===== src/rtl/ram_rr_arbiter_if.sv =====
// ram_rr_arbiter_if
//   Request/response bundle for the two requesters (A and B) sharing the RAM.
//   Each requester has req/write/address/vin going in, and gnt/rvalid/vout
//   coming back.
//   master modport : requester side (drives req/write/address/vin)
//   slave modport  : arbiter side (drives gnt/rvalid/vout)
interface ram_rr_arbiter_if #(
  parameter int DATA_W = 16,
  parameter int ADDR_W = 4
);
  logic              a_req;
  logic              a_write;
  logic [ADDR_W-1:0] a_address;
  logic [DATA_W-1:0] a_vin;
  logic              a_gnt;
  logic              a_rvalid;
  logic [DATA_W-1:0] a_vout;

  logic              b_req;
  logic              b_write;
  logic [ADDR_W-1:0] b_address;
  logic [DATA_W-1:0] b_vin;
  logic              b_gnt;
  logic              b_rvalid;
  logic [DATA_W-1:0] b_vout;

  modport master (
    output a_req, a_write, a_address, a_vin,
    input  a_gnt, a_rvalid, a_vout,
    output b_req, b_write, b_address, b_vin,
    input  b_gnt, b_rvalid, b_vout
  );

  modport slave (
    input  a_req, a_write, a_address, a_vin,
    output a_gnt, a_rvalid, a_vout,
    input  b_req, b_write, b_address, b_vin,
    output b_gnt, b_rvalid, b_vout
  );
endinterface


===== src/rtl/ram_rr_arbiter.sv =====
// ram_rr_arbiter
//   Two-requester round-robin arbiter in front of a single-port RAM whose
//   writes commit on the falling edge and whose reads are captured on the
//   rising edge. The RAM command (address/vin/write) is registered here; read
//   data comes back two cycles after the accept edge, tagged to the port that
//   issued the read.
//
//   Ports
//     clk, rst     : clock, synchronous active-high reset
//     bus (slave)  : A/B request channels with gnt, rvalid and vout
//     mem_address  : to RAM address
//     mem_vin      : to RAM write data
//     mem_write    : to RAM write enable
//     mem_vout     : from RAM read data
//     a_count,
//     b_count      : accepted-transfer counters (only with ARB_STATS_EN)
//
//   Optional build macro: ARB_STATS_EN adds saturating per-port grant counters.
module ram_rr_arbiter #(
  parameter int DATA_W = 16,
  parameter int ADDR_W = 4,
  parameter int CNT_W  = 16
) (
  input  logic              clk,
  input  logic              rst,
  ram_rr_arbiter_if.slave   bus,
  output logic [ADDR_W-1:0] mem_address,
  output logic [DATA_W-1:0] mem_vin,
  output logic              mem_write,
  input  logic [DATA_W-1:0] mem_vout
`ifdef ARB_STATS_EN
  ,
  output logic [CNT_W-1:0]  a_count,
  output logic [CNT_W-1:0]  b_count
`endif
);

  logic [ADDR_W-1:0] r_mem_address;
  logic [DATA_W-1:0] r_mem_vin;
  logic              r_mem_write;
  logic              r_last_b;    // 1 = B won the last transfer
  logic              r_t1_valid;  // read tag, access cycle
  logic              r_t1_port;   // 0 = A, 1 = B
  logic              r_t2_valid;  // read tag, response cycle
  logic              r_t2_port;

  logic              w_a_gnt;
  logic              w_b_gnt;
  logic              w_xfer;
  logic [1:0]        w_gnt_vec;

  // The port that did not win last time has priority on a tie.
  assign w_a_gnt   = ~rst & bus.a_req & (~bus.b_req | r_last_b);
  assign w_b_gnt   = ~rst & bus.b_req & (~bus.a_req | ~r_last_b);
  assign w_xfer    = w_a_gnt | w_b_gnt;
  assign w_gnt_vec = {w_b_gnt, w_a_gnt};

  assign bus.a_gnt = w_a_gnt;
  assign bus.b_gnt = w_b_gnt;

  always_ff @(posedge clk) begin
    if (rst) begin
      r_mem_address <= '0;
      r_mem_vin     <= '0;
      r_mem_write   <= 1'b0;
      r_last_b      <= 1'b1;
      r_t1_valid    <= 1'b0;
      r_t1_port     <= 1'b0;
      r_t2_valid    <= 1'b0;
      r_t2_port     <= 1'b0;
    end else begin
      if (w_xfer) begin
        r_mem_address <= w_b_gnt ? bus.b_address : bus.a_address;
        r_mem_vin     <= w_b_gnt ? bus.b_vin     : bus.a_vin;
        r_mem_write   <= w_b_gnt ? bus.b_write   : bus.a_write;
        r_last_b      <= w_b_gnt;
        r_t1_valid    <= w_b_gnt ? ~bus.b_write  : ~bus.a_write;
        r_t1_port     <= w_b_gnt;
      end else begin
        // Idle: address/data hold, but a stale write must not repeat.
        r_mem_write   <= 1'b0;
        r_t1_valid    <= 1'b0;
      end
      r_t2_valid <= r_t1_valid;
      r_t2_port  <= r_t1_port;
    end
  end

  assign mem_address  = r_mem_address;
  assign mem_vin      = r_mem_vin;
  assign mem_write    = r_mem_write;

  // RAM output is shared; only the tagged port sees rvalid.
  assign bus.a_rvalid = r_t2_valid & ~r_t2_port;
  assign bus.b_rvalid = r_t2_valid &  r_t2_port;
  assign bus.a_vout   = mem_vout;
  assign bus.b_vout   = mem_vout;

`ifdef ARB_STATS_EN
  genvar gi;
  generate
    for (gi = 0; gi < 2; gi++) begin : g_cnt
      logic [CNT_W-1:0] r_count;
      always_ff @(posedge clk) begin
        if (rst) begin
          r_count <= '0;
        end else if (w_gnt_vec[gi] && (r_count != {CNT_W{1'b1}})) begin
          r_count <= r_count + CNT_W'(1);
        end
      end
    end
  endgenerate

  assign a_count = g_cnt[0].r_count;
  assign b_count = g_cnt[1].r_count;
`else
  // Counters are not built; keep the grant vector and CNT_W referenced.
  logic w_unused_stats;
  assign w_unused_stats = (^w_gnt_vec) ^ (CNT_W != 0);
`endif

endmodule


===== src/flat_wrapper.sv =====
// flat-port wrapper written by rule: the top's interface ports become plain ports
module ram_rr_arbiter_flat 
#(
  parameter int DATA_W = 16,
  parameter int ADDR_W = 4,
  parameter int CNT_W  = 16
)
  (clk, rst, mem_address, mem_vin, mem_write, mem_vout, bus_a_req, bus_a_write, bus_a_address, bus_a_vin, bus_a_gnt, bus_a_rvalid, bus_a_vout, bus_b_req, bus_b_write, bus_b_address, bus_b_vin, bus_b_gnt, bus_b_rvalid, bus_b_vout);
  ram_rr_arbiter_if #(.DATA_W(DATA_W), .ADDR_W(ADDR_W)) bus_i ();
  input  logic clk;
  input  logic rst;
  output logic [ADDR_W-1:0] mem_address;
  output logic [DATA_W-1:0] mem_vin;
  output logic mem_write;
  input  logic [DATA_W-1:0] mem_vout;
  input wire logic [$bits(bus_i.a_req)-1:0] bus_a_req;
  input wire logic [$bits(bus_i.a_write)-1:0] bus_a_write;
  input wire logic [$bits(bus_i.a_address)-1:0] bus_a_address;
  input wire logic [$bits(bus_i.a_vin)-1:0] bus_a_vin;
  output wire logic [$bits(bus_i.a_gnt)-1:0] bus_a_gnt;
  output wire logic [$bits(bus_i.a_rvalid)-1:0] bus_a_rvalid;
  output wire logic [$bits(bus_i.a_vout)-1:0] bus_a_vout;
  input wire logic [$bits(bus_i.b_req)-1:0] bus_b_req;
  input wire logic [$bits(bus_i.b_write)-1:0] bus_b_write;
  input wire logic [$bits(bus_i.b_address)-1:0] bus_b_address;
  input wire logic [$bits(bus_i.b_vin)-1:0] bus_b_vin;
  output wire logic [$bits(bus_i.b_gnt)-1:0] bus_b_gnt;
  output wire logic [$bits(bus_i.b_rvalid)-1:0] bus_b_rvalid;
  output wire logic [$bits(bus_i.b_vout)-1:0] bus_b_vout;
  assign bus_i.a_req = bus_a_req;
  assign bus_i.a_write = bus_a_write;
  assign bus_i.a_address = bus_a_address;
  assign bus_i.a_vin = bus_a_vin;
  assign bus_a_gnt = bus_i.a_gnt;
  assign bus_a_rvalid = bus_i.a_rvalid;
  assign bus_a_vout = bus_i.a_vout;
  assign bus_i.b_req = bus_b_req;
  assign bus_i.b_write = bus_b_write;
  assign bus_i.b_address = bus_b_address;
  assign bus_i.b_vin = bus_b_vin;
  assign bus_b_gnt = bus_i.b_gnt;
  assign bus_b_rvalid = bus_i.b_rvalid;
  assign bus_b_vout = bus_i.b_vout;
  ram_rr_arbiter #(.DATA_W(DATA_W), .ADDR_W(ADDR_W), .CNT_W(CNT_W)) u_core (.clk(clk), .rst(rst), .bus(bus_i), .mem_address(mem_address), .mem_vin(mem_vin), .mem_write(mem_write), .mem_vout(mem_vout));
endmodule

===== config.mk =====
export PLATFORM = sky130hd
export DESIGN_NAME = ram_rr_arbiter_flat
export DESIGN_NICKNAME = d
export VERILOG_FILES = /design/src/rtl/ram_rr_arbiter_if.sv /design/src/rtl/ram_rr_arbiter.sv /design/src/flat_wrapper.sv
export SDC_FILE = /design/constraint.sdc
export NUM_CORES = 1
export LEC_CHECK = 0
export CAP_MARGIN = 20
export CORE_MARGIN = 10
export CORE_UTILIZATION = 34
export CTS_CLUSTER_DIAMETER = 80
export DETAILED_ROUTE_END_ITERATION = 12
export HOLD_SLACK_MARGIN = 0.1
export PLACE_DENSITY = 0.92
export SYNTH_ARGS = -nofsm -noshare
export SYNTH_HDL_FRONTEND = slang
export SYNTH_SLANG_ARGS = --single-unit

===== constraint.sdc =====
create_clock -name clk -period 2.9 [get_ports clk]
set_clock_uncertainty 0.15 [all_clocks]
set_input_delay 0.29 -clock clk [delete_from_list [all_inputs] [get_ports clk]]
set_output_delay 0.29 -clock clk [all_outputs]
set_load 0.1 [all_outputs]

==> summary.txt <==
run metrics: Synthesized Nets between 150 and 200, Final Util 47.8%, chip area estimate from yosys synthesis about 0.0014 mm^2, Clk pin slew, worst setup/hold paths 0.09 ns, final-report hold violation count 0, combined area of all synthesized cells 0.00140 mm^2, shortest clock period the worst path allows after layout about 2.4 ns, Power Density between 500 and 600 mW/mm^2, Setup TNS 0 ns, area of the core region about 0.0040 mm^2, most common logic cell in the routed design sky130_fd_sc_hd__clkdlybuf4s50_1, final hold slack ~0.3 ns, final worst-path cycle share between 80% and 90%, status finished clean, post-synthesis instance total about 130, main combinational cell family by area after synthesis AND-OR/OR-AND gates, wire length of the first global-routing pass ~6300 um, actual slew at the worst max-slew pin 0.865 ns, clock tree from TritonCTS done, vias in the first global route around 1,300, tally of buffers added on design ports about 70, final slew viol count 0, Ys Warns 0, slowest CP cell sky130_fd_sc_hd__dfxtp_1, number of max-cap violations 0, portion of netlist area occupied by mux cells 0%, placed cell count approximately 210, global-route usage over all layers between 10% and 20%, number of H-tree branching levels 1, area fraction in full adders, half adders and majority gates 0%, tool warnings 26, hold crit path type register to register, number of standard cells in the final layout excluding fillers between 200 and 250, maximum fanout along the worst path 23, top-level I/O count between 100 and 150, yosys xor share 0%, pre-placement core utilization roughly a third, number of sinks on the clock net 26, root buf cell sky130_fd_sc_hd__clkbuf_8, layout overhead on the synthesized area 36.8%, most used standard cells in the synthesized netlist 33 x sky130_fd_sc_hd__buf_4, 26 x sky130_fd_sc_hd__dfxtp_1, 20 x sky130_fd_sc_hd__a221o_1, 20 x sky130_fd_sc_hd__o2111a_1, 5 x sky130_fd_sc_hd__buf_2, horizontal die dimension about 84 um, CTS Buf Count 3, post-CTS sizing 0, ANT cells 0, count of hold buffers inserted by post-cts repair 0, worst max-slew margin expressed relative to the limit a little over two fifths
==> state kept, by name, indices dropped and copies added, names as in the netlist <==
signal / flops
u_core.mem_address: 4
u_core.r_t2_valid: 1
u_core.r_t1_valid: 1
u_core.mem_write: 1
u_core.r_t2_port: 1
u_core.mem_vin: 16
u_core.r_last_b: 1
u_core.r_t1_port: 1
==> where the power goes <==
part | internal [W] | switching, W
combinational | 0.000124 | 0.000249
clock | 0.000185 | 0.000115
sequential | 0.000385 | 0.0000222
==> worst max-delay path by stage <==
stage                    start            endpoint  slack, ns
2_1_floorplan  u_core.r_last_b    u_core.mem_write       0.67
3_3_place_gp         bus_a_req  u_core.mem_vin[12]       0.47
3_5_place_dp         bus_a_req  u_core.mem_vin[12]       0.53
4_1_cts        u_core.r_last_b           bus_a_gnt       0.53
5_1_grt        u_core.r_last_b           bus_a_gnt       0.43
6_report       u_core.r_last_b           bus_a_gnt       0.52
==> logic make-up (layout without fill, tap and decap cells) <==
logic type | count (synthesis) | in the layout
buf+inv | 50 | 83
compound gates | 45 | 45
flops | 26 | 26
simple gates | 10 | 10
==> final cells by class <==
cell class	count	area (um^2)
flip-flops and latches	26	520
inverters	5	18.8
clock buffers	3	41.3
fillers	375	2090
well taps	50	62.6
repair buffers	74	697
multi-input cells	55	543
clock inverters	1	30.0
==> metal layers <==
layer / track usage [%] / share of wire (%) / up-vias / wire [um]
met2: 19.6 / 54 / 39 / 2170
met5: 0 / 0 / - / 0
li1: - / - / 544 / -
met4: 5.33 / 1.9 / 0 / 76
met3: 2.03 / 5.1 / 7 / 204
met1: 11.0 / 39 / 530 / 1580
==> worst register-to-register path, delay by kind of cell (launching register included) <==
kind                   cells  cell delay [ns]
buffers and inverters      1             0.28
AOI/OAI and AO/OA          2             0.62
DFF                        1             0.90
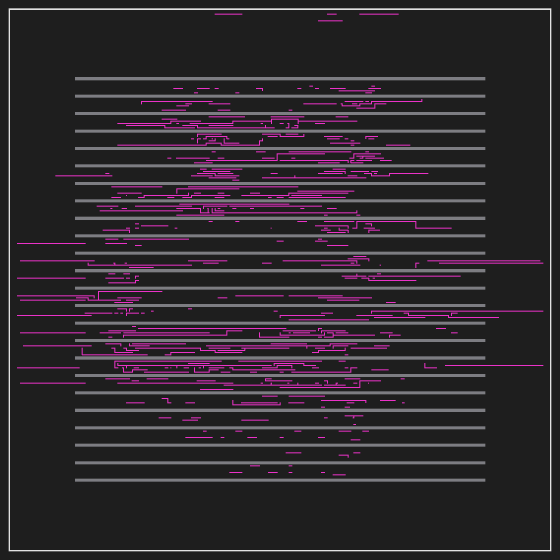
*Signal wires on met1*
Supply wires on this layer in grey.
share of all routed wire: 39%
main direction: horizontal
sum of routed wire length over all layers: 4040 um
total vias in the final route: 1,120

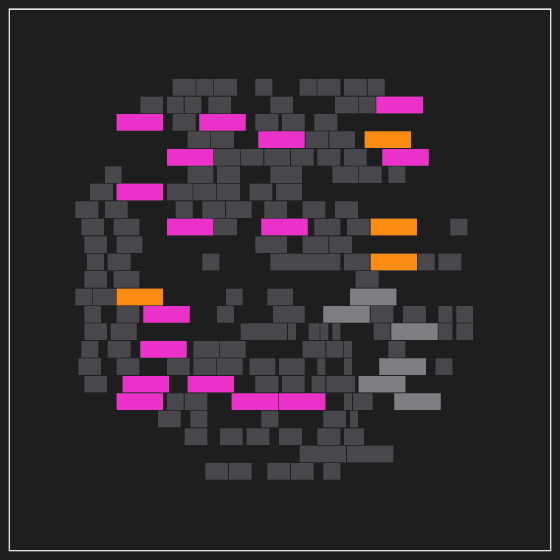
*Sequential cells grouped by signal name*
Other sequential cells in the stronger grey, the rest of the logic in the fainter grey.
| colour | name in the netlist | sequential cells |
|---|---|---|
| orange | u_core.mem_address | 4 |
| magenta | u_core.mem_vin | 16 |

Power is estimated from default activity; no workload was simulated.
